==> run_1/layer_met2.png <==
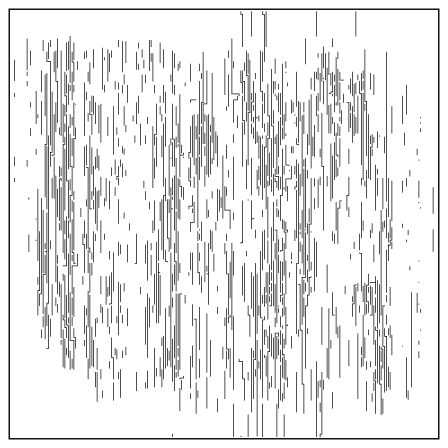
==> run_1/layer_met4.png <==
Supply wires on this layer in grey. Cells faint in the background.
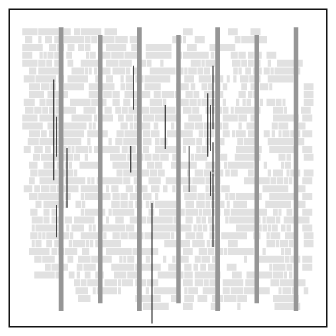
==> run_1/layer_met1.png <==
Supply wires on this layer in grey.
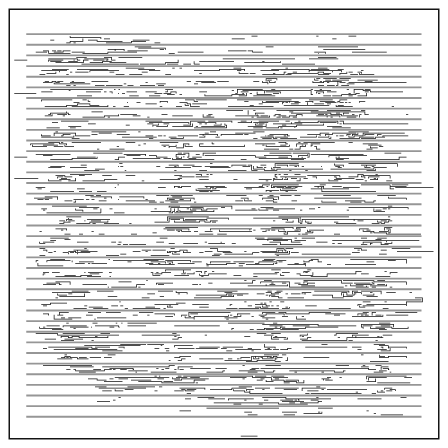
$ cat src/rtl/mac_accumulator_pkg.sv
// mac_pkg: shared widths, FSM encoding and limits
// for the multiply-accumulate stage.
package mac_pkg;

  localparam int WIDTH     = 8;
  localparam int ACC_WIDTH = 24;
  localparam int CNT_WIDTH = 8;

  localparam logic [CNT_WIDTH-1:0] CNT_MAX = '1;

  typedef enum logic [1:0] {
    ACCUM = 2'd0,
    FLUSH = 2'd1,
    HOLD  = 2'd2
  } state_e;

endpackage

$ cat src/rtl/mac_accumulator_if.sv
// mac_accumulator_if: operand input and result output handshakes.
// master drives beats and out_ready; slave is the MAC stage.
interface mac_accumulator_if
  import mac_pkg::*;
#(
  parameter int WIDTH     = mac_pkg::WIDTH,
  parameter int ACC_WIDTH = mac_pkg::ACC_WIDTH,
  parameter int CNT_WIDTH = mac_pkg::CNT_WIDTH
);

  logic                 in_valid;
  logic                 in_ready;
  logic [WIDTH-1:0]     in_a;
  logic [WIDTH-1:0]     in_b;
  logic                 in_last;
  logic                 out_valid;
  logic                 out_ready;
  logic [ACC_WIDTH-1:0] out_sum;
  logic [CNT_WIDTH-1:0] out_count;
  logic                 out_ovf;

  modport master (
    output in_valid, in_a, in_b, in_last, out_ready,
    input  in_ready, out_valid, out_sum, out_count, out_ovf
  );

  modport slave (
    input  in_valid, in_a, in_b, in_last, out_ready,
    output in_ready, out_valid, out_sum, out_count, out_ovf
  );

endinterface

$ cat src/rtl/mac_accumulator_mult.sv
// Multiplier8Bit_Unsigned: combinational 8x8 -> 16 unsigned multiply.
// Ports: A, B operands; P product; O overflow (never set at 16 bits).
module Multiplier8Bit_Unsigned (
  input  logic [7:0]  A,
  input  logic [7:0]  B,
  output logic [15:0] P,
  output logic        O
);

  assign P = A * B;
  assign O = 1'b0;

endmodule

$ cat src/rtl/mac_accumulator.sv
// mac_accumulator: registered-product dot-product accumulator.
// Ports: clk, rst_n (async low), soft_clr (sync), bus (slave).
module mac_accumulator
  import mac_pkg::*;
#(
  parameter int WIDTH     = mac_pkg::WIDTH,
  parameter int ACC_WIDTH = mac_pkg::ACC_WIDTH,
  parameter int CNT_WIDTH = mac_pkg::CNT_WIDTH
) (
  input  logic               clk,
  input  logic               rst_n,
  input  logic               soft_clr,
  mac_accumulator_if.slave   bus
);

  localparam int PW = 2 * WIDTH;

  state_e               state_q, state_d;
  logic                 s1_valid_q, s1_valid_d;
  logic                 s1_last_q, s1_last_d;
  logic [PW-1:0]        p_q, p_d;
  logic [ACC_WIDTH-1:0] acc_q, acc_d;
  logic [CNT_WIDTH-1:0] cnt_q, cnt_d;
  logic                 ovf_q, ovf_d;

  logic [PW-1:0]        mul_p;
  logic                 mul_unused_o;
  logic                 accept;
  logic [ACC_WIDTH:0]   sum_ext;

  Multiplier8Bit_Unsigned u_mul (
    .A (bus.in_a),
    .B (bus.in_b),
    .P (mul_p),
    .O (mul_unused_o)
  );

  assign bus.in_ready  = (state_q == ACCUM);
  assign bus.out_valid = (state_q == HOLD);
  assign bus.out_sum   = acc_q;
  assign bus.out_count = cnt_q;
  assign bus.out_ovf   = ovf_q;

  assign accept  = bus.in_valid && bus.in_ready;
  // extra top bit captures the carry out of the accumulator
  assign sum_ext = {1'b0, acc_q} + (ACC_WIDTH + 1)'(p_q);

  always_comb begin
    state_d    = state_q;
    s1_valid_d = accept;
    s1_last_d  = accept && bus.in_last;
    p_d        = accept ? mul_p : p_q;
    acc_d      = acc_q;
    cnt_d      = cnt_q;
    ovf_d      = ovf_q;

    if (s1_valid_q) begin
      acc_d = sum_ext[ACC_WIDTH-1:0];
      ovf_d = ovf_q | sum_ext[ACC_WIDTH];
      cnt_d = (&cnt_q) ? cnt_q : cnt_q + 1'b1;
    end

    unique case (state_q)
      ACCUM: begin
        if (accept && bus.in_last) state_d = FLUSH;
      end
      FLUSH: begin
        if (s1_valid_q && s1_last_q) state_d = HOLD;
      end
      HOLD: begin
        if (bus.out_ready) begin
          state_d = ACCUM;
          acc_d   = '0;
          cnt_d   = '0;
          ovf_d   = 1'b0;
        end
      end
      default: state_d = ACCUM;
    endcase

    if (soft_clr) begin
      state_d    = ACCUM;
      s1_valid_d = 1'b0;
      s1_last_d  = 1'b0;
      acc_d      = '0;
      cnt_d      = '0;
      ovf_d      = 1'b0;
    end
  end

  always_ff @(posedge clk or negedge rst_n) begin
    if (!rst_n) begin
      state_q    <= ACCUM;
      s1_valid_q <= 1'b0;
      s1_last_q  <= 1'b0;
      p_q        <= '0;
      acc_q      <= '0;
      cnt_q      <= '0;
      ovf_q      <= 1'b0;
    end else begin
      state_q    <= state_d;
      s1_valid_q <= s1_valid_d;
      s1_last_q  <= s1_last_d;
      p_q        <= p_d;
      acc_q      <= acc_d;
      cnt_q      <= cnt_d;
      ovf_q      <= ovf_d;
    end
  end

endmodule

$ cat src/flat_wrapper.sv
// flat-port wrapper written by rule: the top's interface ports become plain ports
module mac_accumulator_flat import mac_pkg::*;
#(
  parameter int WIDTH     = mac_pkg::WIDTH,
  parameter int ACC_WIDTH = mac_pkg::ACC_WIDTH,
  parameter int CNT_WIDTH = mac_pkg::CNT_WIDTH
)
  (clk, rst_n, soft_clr, bus_in_valid, bus_in_a, bus_in_b, bus_in_last, bus_out_ready, bus_in_ready, bus_out_valid, bus_out_sum, bus_out_count, bus_out_ovf);
  mac_accumulator_if #(.WIDTH(WIDTH), .ACC_WIDTH(ACC_WIDTH), .CNT_WIDTH(CNT_WIDTH)) bus_i ();
  input  logic clk;
  input  logic rst_n;
  input  logic soft_clr;
  input wire logic [$bits(bus_i.in_valid)-1:0] bus_in_valid;
  input wire logic [$bits(bus_i.in_a)-1:0] bus_in_a;
  input wire logic [$bits(bus_i.in_b)-1:0] bus_in_b;
  input wire logic [$bits(bus_i.in_last)-1:0] bus_in_last;
  input wire logic [$bits(bus_i.out_ready)-1:0] bus_out_ready;
  output wire logic [$bits(bus_i.in_ready)-1:0] bus_in_ready;
  output wire logic [$bits(bus_i.out_valid)-1:0] bus_out_valid;
  output wire logic [$bits(bus_i.out_sum)-1:0] bus_out_sum;
  output wire logic [$bits(bus_i.out_count)-1:0] bus_out_count;
  output wire logic [$bits(bus_i.out_ovf)-1:0] bus_out_ovf;
  assign bus_i.in_valid = bus_in_valid;
  assign bus_i.in_a = bus_in_a;
  assign bus_i.in_b = bus_in_b;
  assign bus_i.in_last = bus_in_last;
  assign bus_i.out_ready = bus_out_ready;
  assign bus_in_ready = bus_i.in_ready;
  assign bus_out_valid = bus_i.out_valid;
  assign bus_out_sum = bus_i.out_sum;
  assign bus_out_count = bus_i.out_count;
  assign bus_out_ovf = bus_i.out_ovf;
  mac_accumulator #(.WIDTH(WIDTH), .ACC_WIDTH(ACC_WIDTH), .CNT_WIDTH(CNT_WIDTH)) u_core (.clk(clk), .rst_n(rst_n), .soft_clr(soft_clr), .bus(bus_i));
endmodule
$ cat config.mk
export PLATFORM = sky130hd
export DESIGN_NAME = mac_accumulator_flat
export DESIGN_NICKNAME = d
export VERILOG_FILES = /design/src/rtl/mac_accumulator_pkg.sv /design/src/rtl/mac_accumulator_if.sv /design/src/rtl/mac_accumulator_mult.sv /design/src/rtl/mac_accumulator.sv /design/src/flat_wrapper.sv
export SDC_FILE = /design/constraint.sdc
export NUM_CORES = 1
export LEC_CHECK = 0
export ABC_CLOCK_PERIOD_IN_PS = 3400
export CORE_MARGIN = 4
export CORE_UTILIZATION = 50
export CTS_BUF_LIST = sky130_fd_sc_hd__clkbuf_4 sky130_fd_sc_hd__clkbuf_8
export DETAILED_ROUTE_END_ITERATION = 6
export MAX_ROUTING_LAYER = met4
export PLACE_DENSITY_LB_ADDON = 0.1
export SYNTH_ARGS = -nofsm -noshare
export SYNTH_HDL_FRONTEND = slang
export SYNTH_SLANG_ARGS = --single-unit
$ cat constraint.sdc
create_clock -name clk -period 3.4 [get_ports clk]
set_input_delay 0.68 -clock clk [delete_from_list [all_inputs] [get_ports clk]]
set_output_delay 0.68 -clock clk [all_outputs]
set_load 0.02 [all_outputs]
==> run summary, run 1 <==
run results: Final ANT Viol Nets 0, max FFs per register 24, synthesized instance count 565, top sig layer met4, Synth Flop Type dfrtp_1, CTS resizes 102, fin area 6730 um2, clk_lat worst skew 0.31 ns, M1 wire length 4960 um, synthesized area per cell 9.13 um2, CP endpoint kind register, CP top delay family adder cells, DR WL/cell 14.3 um, worst setup margin -0.662 ns, minimum clock period 4.06 ns, row count 36, Power Density 525 nW/um2, R2R depth 8, vias in the first global route 4,508, Max clock buf depth 2, met2 GRT Util 0.379, Setup crit start kind input port, failing checks negative setup slack, global routing's busiest layer met2, final setup vio count 9, Max IR drop VDD 0.271 mV, Clock Root Buffer clkbuf_8, total tool warning count 29, Power, Total 0.00353 W, Post-CTS Hold Buffers 0, Yosys cell types 59, Adder-Cell Fraction of Synth Area 0.272, Post-synth regs 53, layout cells sized above 1 0.229, Top cell excl fill/tap buf_4, critical path type input port to register, crit path to u_core.p_q[13], status complete, but fails checks, Placed Area 6360 um2, Mux area share 0.0337, gpl congestion 0.937, worst hold-check path type input port to asynchronous set/reset pin, worst-path fanout max 4, antenna violations before repair 0
About layer_met2.png:
The longest straight run is 42.8 um. 661 nets have wire on it. The wires run mostly vertical. The layer holds 51% of the routed length.

About layer_met4.png:
The longest straight run is 41.5 um. The layer carries 278 um of wire. 14 nets have wire on it. The wires run mostly vertical.

About layer_met1.png:
The layer holds 43% of the routed length. 714 nets have wire on it. The layer carries 4,960 um of wire. The wires run mostly horizontal.
Vias: 4,385
met1 track demand over resource: 0.244
Total Wirelength: 11,500 um

==> run 1: area by class of cell <==
class | instances | area (um2) | share of cell area
Sequential cell | 53 | 1330 | 0.197
Clock buffer | 5 | 68.8 | 0.0102
Clock inverter | 3 | 25.0 | 0.00372
Inverter | 49 | 184 | 0.0273
Tap cell | 133 | 166 | 0.0247
Timing Repair Buffer | 116 | 1050 | 0.156
Multi-Input combinational cell | 450 | 3900 | 0.580
==> run 1: how the worst min path moves through the flow <==
stage | start | end | depth (start not counted)
floorplan | rst_n | u_core.bus.out_count[0] | 0
global placement | u_core.p_q[10] | u_core.p_q[10] | 2
detailed placement | u_core.p_q[13] | u_core.p_q[13] | 2
CTS | rst_n | u_core.bus.out_count[3] | 1
global route | rst_n | u_core.bus.out_count[3] | 1
finish | rst_n | u_core.bus.out_count[3] | 1
==> run 1: power groups by stage <==
stage,Combinational [W],Sequential (W),Clock (W)
2_1_floorplan,0.00140,0.000845,0
3_3_place_gp,0.00201,0.000835,0
3_5_place_dp,0.00207,0.000838,0
4_1_cts,0.00225,0.000825,0.000384
5_1_grt,0.00259,0.000840,0.000410
6_report,0.00234,0.000824,0.000366
==> run 1: stage by stage <==
stage                     hold slack (ns)  std cells  utilization  setup TNS, ns
after floorplan                     0.384        565            -          -3.87
after global routing                0.374        809        0.679          -5.22
after global placement              0.468        792        0.641         -13.81
after detailed placement            0.475        792        0.641         -14.71
after CTS                           0.357        807        0.666          -4.75
final                               0.340        809        0.679          -4.11
==> run 1: synth_stat cells (2+ instances only) <==
| cell | number | area, um2 |
|---|---|---|
| o21ai_0 | 22 | 110 |
| dfrtp_1 | 53 | 1330 |
| nor2_1 | 36 | 135 |
| nor4_1 | 3 | 18.8 |
| and3_1 | 11 | 68.8 |
| nand4_1 | 5 | 31.3 |
| o211ai_1 | 4 | 30.0 |
| o21a_1 | 3 | 22.5 |
| buf_2 | 2 | 10.0 |
| a21oi_1 | 26 | 130 |
| a211oi_1 | 5 | 37.5 |
| fa_1 | 37 | 741 |
| and2_1 | 54 | 338 |
| xor2_1 | 11 | 96.3 |
| mux2_2 | 3 | 33.8 |
| a21boi_0 | 3 | 22.5 |
| xnor2_1 | 12 | 105 |
| or3_1 | 4 | 25.0 |
| o21bai_1 | 2 | 15.0 |
| a211o_1 | 2 | 17.5 |
| and4_1 | 2 | 17.5 |
| a311o_1 | 2 | 20.0 |
| o31ai_1 | 4 | 30.0 |
| or2_2 | 2 | 12.5 |
| nor2b_1 | 4 | 25.0 |
| o21ai_1 | 3 | 15.0 |
| nand3_1 | 8 | 40.0 |
| a311oi_1 | 2 | 17.5 |
| or4_1 | 2 | 15.0 |
| nor3_1 | 3 | 15.0 |
| mux2i_1 | 14 | 140 |
| o22ai_1 | 3 | 18.8 |
| a21o_1 | 13 | 97.6 |
| inv_1 | 49 | 184 |
| buf_1 | 2 | 7.51 |
| ha_1 | 53 | 663 |
| a31oi_1 | 5 | 31.3 |
| clkbuf_1 | 9 | 33.8 |
| nand2_1 | 64 | 240 |
| nand2b_1 | 4 | 25.0 |
==> run 1: logic make-up after synthesis <==
family | Yosys count
compound gates | 115
xor+xnor | 23
fa+ha+maj | 90
buf+inv | 62
flops | 53
mux | 17
simple gates | 205
==> inputs of run 2 (changes only) <==
- CAP_MARGIN: default -> 20
==> run_2/clocks.png <==
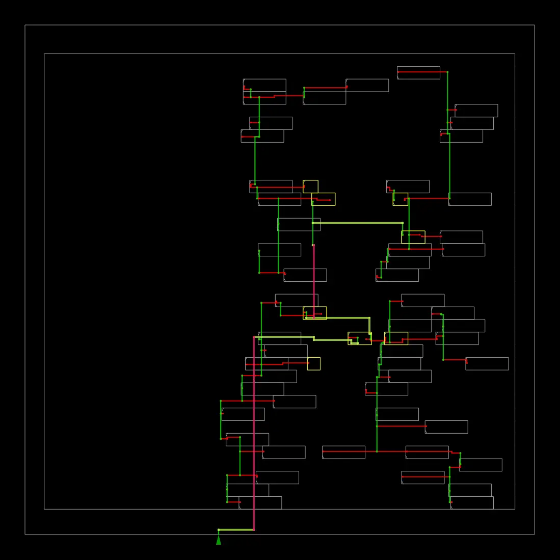
CTS buffer count: 5
Layout Skew: 0.00553 ns
flop count: 53

==> run 2 against run 1 <==
Against the previous run:
- sequential power hardly changed
- global-route usage stayed put
- cell count stayed put
- wire length stayed put
- sequential cell count stayed put
- clock-buffer cell count stayed put
- register-to-register slack hardly changed
- utilization stayed put
- critical endpoint unchanged
- cell area stayed put
- clock skew stayed put
- via count stayed put
- largest power group unchanged
- the flow still finishes with violations (negative setup slack)
- fmax stayed put
==> run summary, run 2 <==
run results: count leader, synth nand2_1, Max IR drop VDD 0.271 mV (unchanged), worst-path fanout max 4 (unchanged), minimum clock period 4.06 ns (unchanged), final setup vio count 9 (unchanged), Post-synth regs 53 (unchanged), Placed Area 6360 um2 (unchanged), Post-CTS Hold Buffers 0 (unchanged), vias in the first global route 4,508 (unchanged), worst hold-check path type input port to asynchronous set/reset pin, gpl congestion 0.937 (unchanged), Clock Root Buffer clkbuf_8, Adder-Cell Fraction of Synth Area 0.272 (unchanged), fin area 6730 um2 (unchanged), DR WL/cell 14.3 um (unchanged), Vias 4,385 (unchanged), clk_lat worst skew 0.31 ns (about the same), Setup crit start kind input port, layout cells sized above 1 0.229 (unchanged), most instantiated cells after synthesis nand2_1 (64), and2_1 (54), dfrtp_1 (53), ha_1 (53), inv_1 (49), antenna violations before repair 0 (unchanged), Max clock buf depth 2 (unchanged), max FFs per register 24 (unchanged), hold_ws 0.340 ns (unchanged), worst setup margin -0.662 ns (unchanged), Setup TNS Final -4.11 ns (unchanged), synthesized instance count 565 (unchanged), Synth Flop Type dfrtp_1, CP endpoint kind register, Max-area cell share 0.257 (unchanged), Top cell excl fill/tap buf_4, synth top area cells dfrtp_1 (26%), fa_1 (14%), ha_1 (13%), and2_1 (6.6%), nand2_1 (4.7%), Mux area share 0.0337 (unchanged), Finished Layout Cells 809 (unchanged), failing checks negative setup slack, status complete, but fails checks
==> run_2/layer_met2.png <==
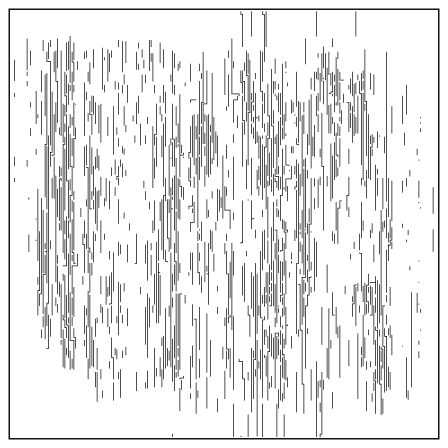
The layer carries 5,890 um of wire. The longest straight run is 42.8 um. The wires run mostly vertical.

[run 2: where the power goes]
| part | internal, W | switching, W |
|---|---|---|
| combinational | 0.00116 | 0.00118 |
| sequential | 0.000739 | 0.0000856 |
| clock | 0.000150 | 0.000215 |
[run 2: critical path, delay by kind of cell]
family	cells	cell delay [ns]
buffers and inverters	5	0.53
AND-OR/OR-AND	5	0.77
AND/OR/NAND/NOR	1	0.15
adder cells (fa/ha/maj)	5	2.15
[run 2: area by class of cell]
class,count,area [um2],share of cell area
Timing Repair Buffer,116,1050,0.156
Clock inverter,3,25.0,0.00372
Sequential cell,53,1330,0.197
Inverter,49,184,0.0273
Clock buffer,5,68.8,0.0102
Tap cell,133,166,0.0247
Multi-Input combinational cell,450,3900,0.580
[run 2: final timing paths]
check,startpoint,end,slack [ns],depth (start not counted)
max,bus_in_a[6],u_core.p_q[13],-0.66,16
min,rst_n,u_core.bus.out_count[3],0.34,1
max reg2reg,u_core.bus.out_sum[0],u_core.bus.out_sum[8],1.01,8
min reg2reg,u_core.p_q[10],u_core.p_q[10],0.49,2
max in group asynchronous,rst_n,u_core.p_q[9],2.29,2
min in group clk,u_core.p_q[10],u_core.p_q[10],0.49,2
[run 2: per-stage QoR]
| step | util | total power, W |
|---|---|---|
| global route | 0.679 | 0.00384 |
| detailed placement | 0.641 | 0.00291 |
| CTS | 0.666 | 0.00346 |
| floorplan | - | 0.00224 |
| finish | 0.679 | 0.00353 |
| global placement | 0.641 | 0.00284 |
[run 2: logic make-up after synthesis]
logic type	count (synthesis)
AOI/OAI and AO/OA	115
xor gates and xnor gates	23
adders and majority gates	90
buffers and inverters	62
DFF	53
muxes	17
and+or+nand+nor	205
[run 2: per-layer routing]
metal,GRT usage,vias up,share of wire
met5,-,-,0
met1,0.244,2084,0.43
met3,0.0235,31,0.036
met2,0.379,105,0.51
met4,0.0588,0,0.024
li1,-,2165,-
[run 2: timing repair]
item	in CTS	in global routing
pin swaps	39	23
setup buffers	7	3
resized	102	35
gates cloned	0	0
hold endpoints to repair	0	0
endpoints found under the setup margin	12	11
Power is estimated from default activity; no workload was simulated.
